--- src/rtl/pc_pkg.sv ---
// Shared definitions for the sequencer program counter: default width,
// the PC value type and the reset value.
package pc_pkg;

  localparam int unsigned PC_WIDTH = 9;

  typedef logic [PC_WIDTH-1:0] pc_t;

  localparam int unsigned PC_RESET = 0;

endpackage

--- src/rtl/pc_counter.sv ---
// Program counter for the snooping-cache test sequencer: sync reset, parallel
// load, wrapping increment and a terminal-count flag decoded from the register.
module pc_counter
  import pc_pkg::*;
#(
  parameter int unsigned WIDTH       = PC_WIDTH,
  parameter int unsigned RESET_VALUE = PC_RESET,
  parameter int unsigned MAX_VALUE   = (2 ** WIDTH) - 1,
  parameter int unsigned STEP        = 1
) (
  input  logic             Clock,
  input  logic             Reset,
  input  logic             PcEnable,
  input  logic             Load,
  input  logic [WIDTH-1:0] LoadValue,
  output logic [WIDTH-1:0] PC,
  output logic             TermCount
);

  localparam logic [WIDTH:0]   MAX_EXT  = (WIDTH + 1)'(MAX_VALUE);
  localparam logic [WIDTH:0]   STEP_EXT = (WIDTH + 1)'(STEP);
  localparam logic [WIDTH-1:0] MAX_PC   = WIDTH'(MAX_VALUE);
  localparam logic [WIDTH-1:0] RST_PC   = WIDTH'(RESET_VALUE);

  if (STEP < 1) begin : g_bad_step
    $error("pc_counter: STEP must be at least 1");
  end
  if (longint'(MAX_VALUE) >= (longint'(1) << WIDTH)) begin : g_bad_max
    $error("pc_counter: MAX_VALUE must fit in WIDTH bits");
  end
  if (RESET_VALUE > MAX_VALUE) begin : g_bad_reset
    $error("pc_counter: RESET_VALUE must not exceed MAX_VALUE");
  end

  logic [WIDTH:0]   sum;
  logic [WIDTH-1:0] incPc;

  // The extra sum bit keeps the carry so the wrap test sees the true total;
  // a PC at or above MAX_VALUE (possible after an oversized load) restarts at 0.
  always_comb begin
    sum   = {1'b0, PC} + STEP_EXT;
    incPc = sum[WIDTH-1:0];
    if ({1'b0, PC} >= MAX_EXT) begin
      incPc = '0;
    end else if (sum > MAX_EXT) begin
      incPc = WIDTH'(sum - MAX_EXT - 1'b1);
    end
  end

  always_ff @(posedge Clock) begin
    if (Reset) begin
      PC <= RST_PC;
    end else if (Load) begin
      PC <= LoadValue;
    end else if (PcEnable) begin
      PC <= incPc;
    end
  end

  assign TermCount = (PC == MAX_PC);

endmodule

--- config.mk ---
export PLATFORM = sky130hd
export DESIGN_NAME = pc_counter
export DESIGN_NICKNAME = d
export VERILOG_FILES = /design/src/rtl/pc_pkg.sv /design/src/rtl/pc_counter.sv
export SDC_FILE = /design/constraint.sdc
export NUM_CORES = 1
export LEC_CHECK = 0
export CELL_PAD_IN_SITES_DETAIL_PLACEMENT = 0
export CELL_PAD_IN_SITES_GLOBAL_PLACEMENT = 2
export CORE_MARGIN = 2
export CORE_UTILIZATION = 25
export CTS_CLUSTER_SIZE = 28
export DETAILED_ROUTE_END_ITERATION = 8
export HOLD_SLACK_MARGIN = 0.1
export PLACE_DENSITY = 0.79
export SYNTH_ARGS = -nofsm -noshare
export SYNTH_HDL_FRONTEND = slang
export SYNTH_SLANG_ARGS = --single-unit
--- constraint.sdc ---
create_clock -name Clock -period 5.05 [get_ports Clock]
set_input_delay 1.515 -clock Clock [delete_from_list [all_inputs] [get_ports Clock]]
set_output_delay 1.515 -clock Clock [all_outputs]
set_load 0.1 [all_outputs]
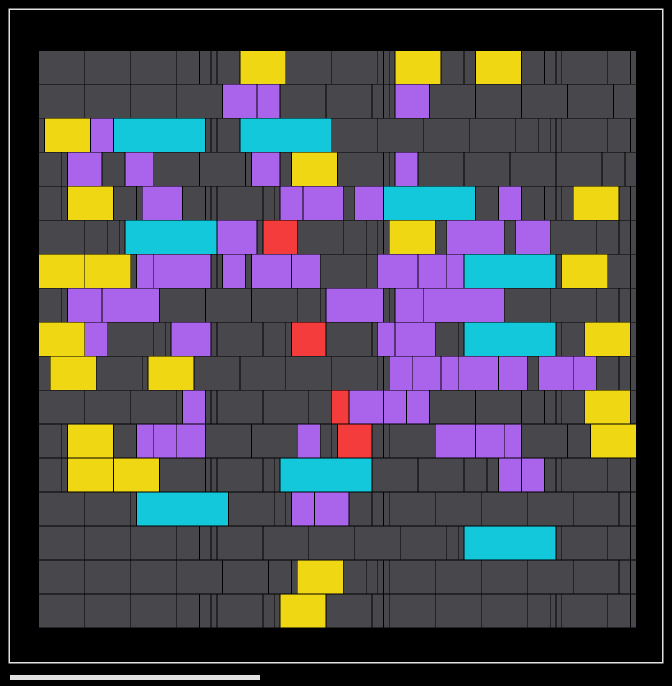
**Above:** run 1 (placement by cell class).
Bar = 20 µm. Fill, decap, tap and diode cells in grey.
red -> clock drivers and dummy loads  # cells 4
cyan -> sequential cells  # cells 9
yellow -> remaining buffers and delay cells  # cells 22
purple -> combinational and other logic  # cells 55

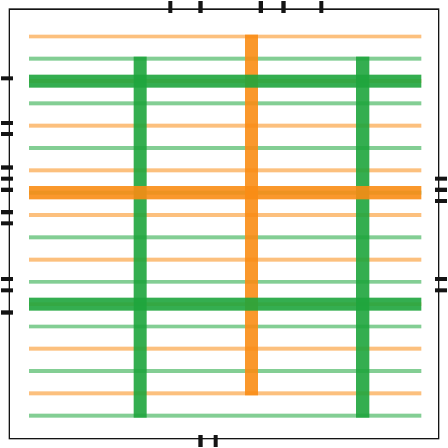
**Above:** run 1 (floorplan with the power grid).
Pins as bars on the die edge.
green -> VSS
orange -> VDD
met5 straps = 3
rows = 17
met4 straps = 3

==> run summary, run 1 <==
This note records the results obtained with Yosys and OpenROAD.

Die
The core utilization before placement is 26.2%. In this run the core area contains 17 standard-cell rows. In this run the horizontal extent of the chip is 52.2 µm. The chip footprint is 2720 µm².

Drt
The routed length per instance is around 13 µm. Detailed routing inserted a total of 589 vias. The detailed-router iteration count before antenna repair is 2.

Placed design
After detailed placement, the design holds a cell count of 114. The global placement routability congestion is 0.740. The port buffer count is 22. The worst slack at placement is about 1200 ps.

Worst setup path
In the setup report, the worst path falls into the class register to primary output. The type of destination of the critical path is a primary output. The worst path arrival time is approximately 2600 ps.

Yosys
The area fraction in and, or, nand and nor cells after synthesis is 25.6%. The area fraction in full adders, half adders and majority gates is 4.31%. The synth_stat.txt file lists the number of cells as 68.

The number of nets produced by synthesis is 83. In this run, distinct cell masters in the synthesized netlist total 26. The chip area line in the Yosys stat output reads 581 µm².

Layout
The largest register by flop count is PC. The synthesis-to-layout area growth is 44.4%. The number of flip-flops in the largest register is 9. The layout cell share with drive strength beyond 1 is between 7 and 8%. Leaving out filler cells and counting taps, the final layout contains about 120. The final core area utilization is 37.9%. The registers reported with the highest flop counts are PC x9.

The post-layout net count is 106.

STA
The transition time at the pin with the least slew margin is just under 1000 ps. The maximum clock skew at final layout is 1.64 ps. The max-slew violation count is 0. The final setup violation count is 0.

Setup total negative slack on the finished layout was measured at 0 ps.

Clocking
The number of post-CTS setup repair buffers is 0. Per the skew report, the later register of the worst-skew pair sees a clock latency of 260 ps. The CTS tree is built. For this design, the CTS-stage hold fixing added 0 buffers.

CTS placed an instance of clkbuf_4 at the clock tree root. TritonCTS created 3 clock buffers.

Power
The script computed the net switching share of total power as between 30% and 40%. In this run, power in combinational logic comes to between 70 and 80 µW. The power group with the highest consumption is sequential cells. The flip-flop and latch power is 82.3 µW.

GRT
Entering global routing, the biggest net connects 20 pins. The number of global-route vias before repair is 530. The global route stage reports its total congestion overflow as 0.

Outcome
The flow ran to the end, and the final reports show no timing, DRC or antenna violations.

Hold path
STA reports the tightest min-delay check as being of type register to register.
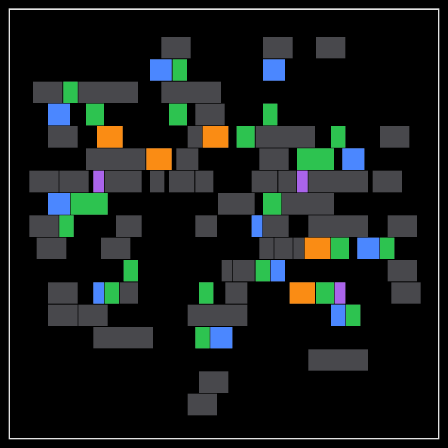
**Above:** run 1 (selected gate families).
green -> aoi and oai cells  # cells 20
blue -> nor cells  # cells 11
purple -> inv cells  # cells 3
orange -> xor and xnor cells  # cells 5

## run 1: metrics by stage
step           hold WS, ps  total power, mW
2_1_floorplan         1070            0.135
3_3_place_gp           620            0.157
3_5_place_dp           614            0.157
4_1_cts                631            0.216
5_1_grt                652            0.223
6_report               632            0.212
## run 1: Yosys cell counts
cell type  count  share of area, %
nand3_1        3               2.6
nor3_1         2               1.7
or2_1          1               1.1
buf_6          1               1.9
ha_1           2               4.3
nand2b_1       1               1.1
and4_1         2               3.0
inv_1          3               1.9
buf_2          1              0.86
nor2_1         2               1.3
dfxtp_1        9                31
a31o_4         1               3.0
o21a_1         1               1.3
o22ai_1        5               5.4
o22ai_2        2               4.3
nor3b_1        7               9.1
or3b_1         1               1.5
or3b_2         1               1.5
nand2_1        1              0.65
clkbuf_1       2               1.3
a21oi_1       11               9.5
a31oi_1        1               1.1
nand4_1        2               2.2
xor2_1         3               4.5
xnor2_1        2               3.0
o21ai_0        1              0.86
## run 1: worst max-delay path: stages, from the launching register on
cell	delay [ps]
dfxtp_1	410
ha_1	240
nand4_1	170
nor2_1	140
ha_1	200
clkdlybuf4s50_1	1150
## run 1: layout make-up
class	count	area (µm²)
tap	28	35.0
timing repair buffer	22	220
fill	238	1370
sequential	9	180
multi-input combinational	52	365
clock buffer	4	26.3
inverter	3	11.3
## run 1: final timing paths
check	start	end	slack [ps]	depth (start not counted)
max	PC[0]	TermCount	970	5
min	PC[7]	PC[7]	630	2
max reg2reg	PC[0]	PC[1]	2910	8
min reg2reg	PC[7]	PC[7]	630	2
## run 1: layer usage
metal | vias to the layer above | wire (µm) | GRT usage, %
li1 | 301 | - | -
met3 | 2 | 83 | 3.14
met1 | 270 | 725 | 15.7
met4 | 0 | 17 | 6.41
met5 | - | 0 | 0
met2 | 16 | 666 | 18.4
**Run 1: placement density heat map**

Bar = 20 µm. The die is cut into 10 by 10 equal tiles; dark blue is low, red is high, 0 to 100% covered.
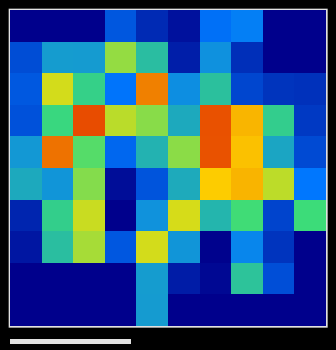

==> run 2: changes to the inputs <==
--- a/config.mk
+++ b/config.mk
@@ -8,11 +8,11 @@
 export CELL_PAD_IN_SITES_DETAIL_PLACEMENT = 0
 export CELL_PAD_IN_SITES_GLOBAL_PLACEMENT = 2
 export CORE_MARGIN = 2
-export CORE_UTILIZATION = 25
+export CORE_UTILIZATION = 21
 export CTS_CLUSTER_SIZE = 28
 export DETAILED_ROUTE_END_ITERATION = 8
 export HOLD_SLACK_MARGIN = 0.1
-export PLACE_DENSITY = 0.79
+export PLACE_DENSITY = 0.7
 export SYNTH_ARGS = -nofsm -noshare
 export SYNTH_HDL_FRONTEND = slang
 export SYNTH_SLANG_ARGS = --single-unit
==> constraint.sdc (replaced) <==
create_clock -name Clock -period 3.75 [get_ports Clock]
set_input_delay 1.125 -clock Clock [delete_from_list [all_inputs] [get_ports Clock]]
set_output_delay 1.125 -clock Clock [all_outputs]
set_load 0.1 [all_outputs]
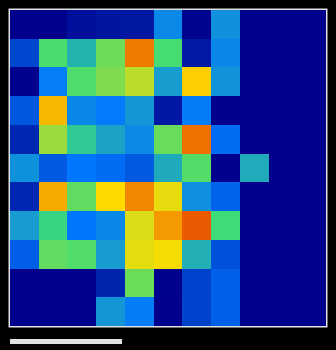
**Above:** run 2 (placement density heat map).
Bar = 20 µm. The die is cut into 11 by 11 equal tiles; dark blue is low, red is high, 0 to 100% covered.
tiles over 75% full = 7.4%
nearly empty tiles = 38%
densest ninth of the die = centre

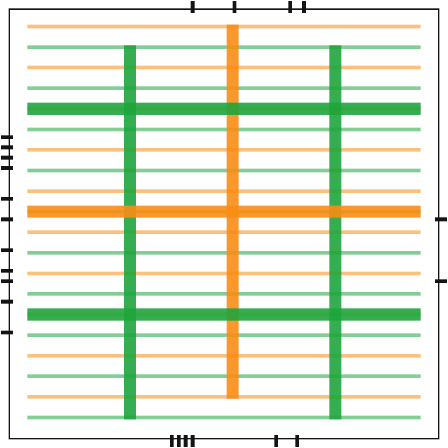
**Above:** run 2 (floorplan with the power grid).
Pins as bars on the die edge.
orange -> VDD
green -> VSS
signal pins = 23
met1 rails = 20

==> run 2 against run 1 <==
Clock skew decreased by 0.67 ps; count of clock-buffer cells in the layout unchanged; final cell count increased by 3.4%; via count decreased by 3.1%; core utilization decreased by 7.2 points; first-iteration DRC count increased by 100%; register-to-register slack got worse by 1300 ps; wire length decreased by 2.5%; non-clock buffer count increased by 1; largest cell class unchanged; highest routed layer unchanged.
==> run summary, run 2 <==
This note records the results obtained with Yosys and OpenROAD.

Worst setup path
STA classifies the critical path endpoint as a primary output. For the worst setup path, the data arrival time is between 1500 and 2000 ps. Looking at the critical path, the single cell with the biggest stage delay is dfxtp_1. In this run the critical path is formed by ha_1 > nand4_1 > nor2_1 > ha_1 > buf_4. The setup check on the worst reg-to-reg path leaves a slack of 1590 ps. Per the timing report, the most critical flop-to-flop path originates at PC[0].

The family of cells with the greatest summed delay on the critical path is adder cells. The critical path is of the register to primary output type. Logic depth along the worst register-to-register path is recorded as 8.

The delay contributed by the slowest stage of the critical path is between 400 and 500 ps. For reference, the critical path is launched at PC[0].

Placed design
The port buffer count is 22. The congestion estimate from routability-driven global placement came to between 0.7 and 0.8.

Die
The die span in x is 56.6 µm. The number of rows in the core area is 19.

Layout
Per the layout area report, the register area comes to 180 µm². The largest registers in the layout are PC x9. Cells with a size suffix above 1 make up between 10% and 20% of the layout. Leaving out buffers and inverters, the combinational logic in the layout accounts for about 370 µm². The synthesis-to-layout area growth is 42.0%.

Yosys
The distinct cell type count after synthesis is 26. The number of flops mapped to enable cells by yosys is 0. Sorting the synthesized cells by area gives the leading types as dfxtp_1, a21oi_1, nor3b_1. The commonest cells after synthesis are a21oi_1, dfxtp_1, nor3b_1, o22ai_1. The synthesized netlist has a Yosys-reported chip area of roughly 580 µm². Counting every net in the synthesized netlist gives ~83.

Clocking
The number of buffers added by the clock tree synthesis step is 3. The post-cts hold-fix buffer tally is 0. The later-pin clock latency in the skew report is 260 ps. TritonCTS built the clock tree.

The number of post-CTS setup repair buffers is 0.

Drt
The detailed-router iteration count before antenna repair is 4.

Outcome
The flow ran to the end, and the final reports show no timing, DRC or antenna violations.

STA
The total negative slack for setup checks is 0 ps. Looking at the max-slew report, the worst-margin pin has a slew of 411 ps. The max-slew violation count is 0.

GRT
The pin count of the biggest net entering global routing is 20.

Hold path
The worst hold path passes through 2 cells. According to the hold report, the worst path is of the register to register type.
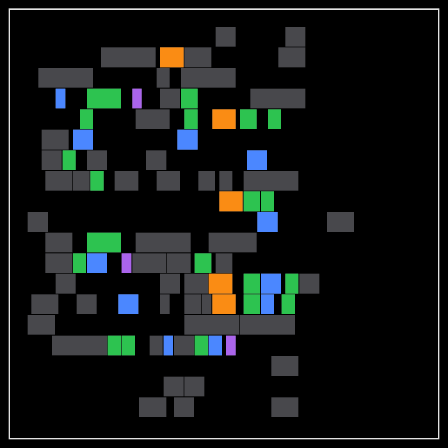
**Above:** run 2 (selected gate families).
multi-input combinational area share: 44.3%
Post-Layout Cell Count: 122
most common logic cell in the routed design: clkdlybuf4s50_1

run 2: cell count changes in the layout (fill, tap and decap cells not counted):
cell / delta
buf_4: +11
clkdlybuf4s50_1: -10
run 2: per-layer routing:
layer  global-route usage (%)  vias to the layer above  part of all wire [%]  wire length (µm)
met2                     14.5                       15                    44               646
met5                        0                        -                     0                 0
met3                     1.61                        2                   4.1                60
met4                     4.08                        0                   1.1                16
li1                         -                      302                     -                 -
met1                     12.6                      252                    50               732
run 2: cell families (layout without fill, tap and decap cells):
group           after synthesis  in the layout  synth area share (%)
xor+xnor                      5              5                  7.54
flops                         9              9                  31.0
fa+ha+maj                     2              2                  4.31
buf+inv                       7             30                  6.03
simple gates                 23             23                  25.6
compound gates               22             22                  25.4
run 2: worst min-delay path: stages (launching register included):
cell     delay (ps)
dfxtp_1         360
xor2_1          160
o22ai_1          80
run 2: area by class of cell:
type	count	share of cell area, %
clock buffers	4	3.19
inverters	3	1.37
multi-input cells	52	44.3
flip-flops and latches	9	21.9
well taps	31	4.70
repair buffers	23	24.6
run 2: per-stage QoR:
step | util [%] | power [mW] | instances | hold slack, ps | setup WS (ps)
global route | 30.7 | 0.299 | 122 | 697 | 677
floorplan | - | 0.182 | 68 | 1070 | 181
global placement | 29.7 | 0.210 | 118 | 644 | 832
detailed placement | 29.7 | 0.210 | 118 | 643 | 797
finish | 30.7 | 0.284 | 122 | 652 | 853
CTS | 30.7 | 0.288 | 122 | 652 | 805
run 2: report_power, final:
group          switching (mW)  total [mW]  internal, mW  leakage [nW]
clock network          0.0358      0.0769        0.0411        0.0150
logic                  0.0636      0.0957        0.0321         0.208
registers             0.00954       0.111         0.102        0.0743
**Run 2: the clock network**

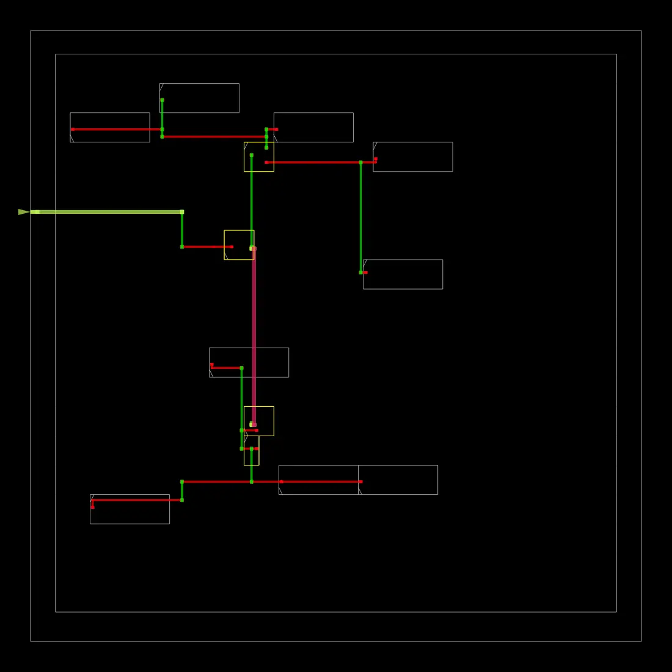

==> run 3: changes to the inputs <==
--- a/config.mk
+++ b/config.mk
@@ -8,11 +8,11 @@
 export CELL_PAD_IN_SITES_DETAIL_PLACEMENT = 0
 export CELL_PAD_IN_SITES_GLOBAL_PLACEMENT = 2
 export CORE_MARGIN = 2
-export CORE_UTILIZATION = 21
+export CORE_UTILIZATION = 23
 export CTS_CLUSTER_SIZE = 28
 export DETAILED_ROUTE_END_ITERATION = 8
 export HOLD_SLACK_MARGIN = 0.1
-export PLACE_DENSITY = 0.7
+export PLACE_DENSITY = 0.73
 export SYNTH_ARGS = -nofsm -noshare
 export SYNTH_HDL_FRONTEND = slang
 export SYNTH_SLANG_ARGS = --single-unit
==> constraint.sdc (replaced) <==
create_clock -name Clock -period 2.8 [get_ports Clock]
set_input_delay 0.84 -clock Clock [delete_from_list [all_inputs] [get_ports Clock]]
set_output_delay 0.84 -clock Clock [all_outputs]
set_load 0.1 [all_outputs]
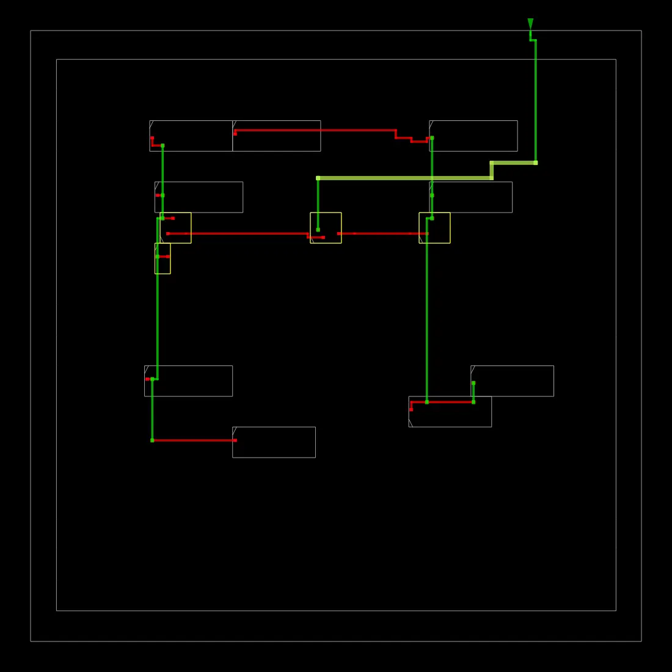
**Above:** run 3 (the clock network).
Late-Pin Clk Latency: 260 ps
flip-flop and latch count: 9
# clk buffers: 4
Sinks on Clock Net: 9
Num CTS Buffers: 3

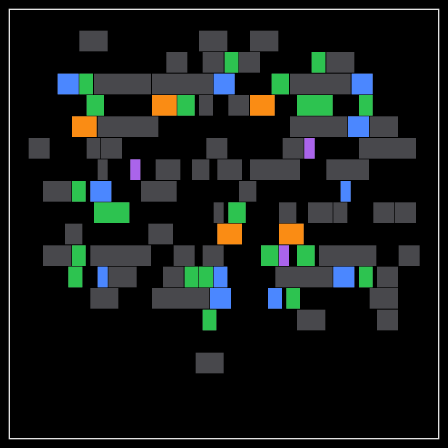
**Above:** run 3 (selected gate families).
green -> aoi and oai cells  # cells 20
blue -> nor cells  # cells 11
purple -> inv cells  # cells 3
orange -> xor and xnor cells  # cells 5

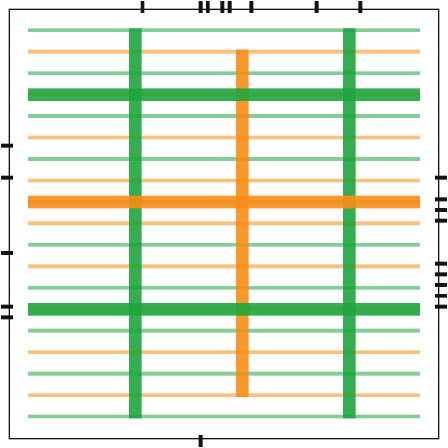
**Above:** run 3 (floorplan with the power grid).
Pins as bars on the die edge.
green -> VSS
orange -> VDD
rows = 18
met1 rails = 19
signal pins = 23

==> run 3 against run 2 <==
Global-route usage up 2.9 points; clock power up 31%; clock skew up 4.6 ps; core utilization rose by 4.6 points; area after synthesis is the same; design area up 4.1%; worst setup slack lost 490 ps; wire length rose by 12%; synthesized cell count unchanged; sequential share of layout area fell by 0.28 points; largest cell class unchanged; largest power group unchanged.
==> run summary, run 3 <==
This note records the results obtained with Yosys and OpenROAD.

Yosys
The top cell type by area accounts for 31.0% of the synthesized area. At floorplan, the net count of the design was reported as 83. Yosys mapped a number of flops with a built-in enable equal to 0. The cell total in the yosys stat output is 68. Yosys reports a chip area of 581 µm². The most frequent cell after synthesis is a21oi_1.

The main area contributors are dfxtp_1, a21oi_1, nor3b_1. Counting distinct cell types in the post-synthesis netlist gives 26.

Layout
Cells with a size suffix above 1 make up 26.9% of the layout. The largest register by flop count is PC. The register with the most flip-flops in the layout has 9 of them. In this run the layout overhead on the synthesized area is reported as 47.8%.

The number of cells in the finished layout apart from fillers is 123.

Outcome
The run finished with clean final reports.

Power
The part of the total power dissipated in sequential elements is 39.2%. The power report lists cell-internal power as roughly 240 µW. The switching power as a share of total power is roughly two fifths. Per report_power, the clock group accounts for 26.4% of the total.

Of all power groups, the one with the highest power is sequential cells. The net load switching power is 146 µW. The combinational logic power is 132 µW. The proportion of power drawn by combinational gates is ~35%.

STA
The max-slew violation count is 0. Across the routed clock network, the largest skew measured is around 5.5 ps. Setup total negative slack on the finished layout was measured at 0 ps.

Hold path
The count of cells along the worst hold path is 2. According to the hold report, the worst path is of the register to register type.

Worst setup path
Looking at the setup timing report, the critical path kind is register to primary output. Data arrives at the worst endpoint at 1600 ps. The type of destination of the critical path is a primary output.

Measured in cells, the most critical reg-to-reg path has a length of 8.

Clocking
Per the repair_timing log after CTS, setup buffers inserted total 0. The CTS tree is built. Clock tree synthesis selected as its root buffer the cell clkbuf_4.

GRT
The number of global-route vias before repair is 516. The total grt overflow is 0.

Drt
The first TritonRoute pass finished after 4 iterations. After detailed routing, the average wire length per cell comes to 13.3 µm. The final route contains 613 vias.

Placed design
The number of instances in the placed design is approximately 120. Per the placement log, port buffering inserted 22 buffers.
[run 3: cell types whose count changed in the layout (fill, tap and decap cells not counted), sizes merged]
cell / before / now
buf: 11 / 13
[run 3: layout make-up]
type                       count  area [µm²]  area share (%)
multi-input combinational     52         368            42.9
sequential                     9         185            21.6
clock buffer                   4        26.3            3.06
tap                           30        37.5            4.37
timing repair buffer          25         230            26.8
inverter                       3        11.3            1.31
[run 3: per-stage QoR]
step / hold WS (ps) / util, % / total power [mW] / worst slack, ps / cell area (µm²)
final: 616 / 35.3 / 0.383 / 363 / 858
after global routing: 662 / 35.3 / 0.406 / 220 / 858
after CTS: 615 / 35.3 / 0.388 / 329 / 858
after detailed placement: 605 / 34.2 / 0.285 / 393 / 832
after global placement: 612 / 34.2 / 0.286 / 423 / 832
after floorplan: 824 / - / 0.245 / 13.5 / 588
[run 3: worst max-delay path, stage by stage, from the launching register on]
cell and delay (ps):
dfxtp_2 370, ha_1 220, nand4_1 180, nor2_1 150, ha_2 240, buf_12 180
[run 3: cells by family (layout without fill, tap and decap cells)]
family	count (synthesis)	count (layout)	share of synthesized area (%)
simple gates	23	23	25.6
fa+ha+maj	2	2	4.31
compound gates	22	22	25.4
xor+xnor	5	5	7.54
flops	9	9	31.0
buf+inv	7	32	6.03
[run 3: path summary, 6_finish.rpt]
path / start / end / slack (ps)
setup / recovery: PC[0] / TermCount / 360
setup reg to reg: PC[0] / PC[1] / 660
hold reg to reg: PC[2] / PC[2] / 620
hold / removal: PC[2] / PC[2] / 620
[run 3: layer usage]
layer	GRT usage, %	routed length (µm)
met5	0	0
met4	1.25	0
met3	6.01	98
met2	17.9	668
met1	16.7	866
Power and IR drop assume default switching activity.
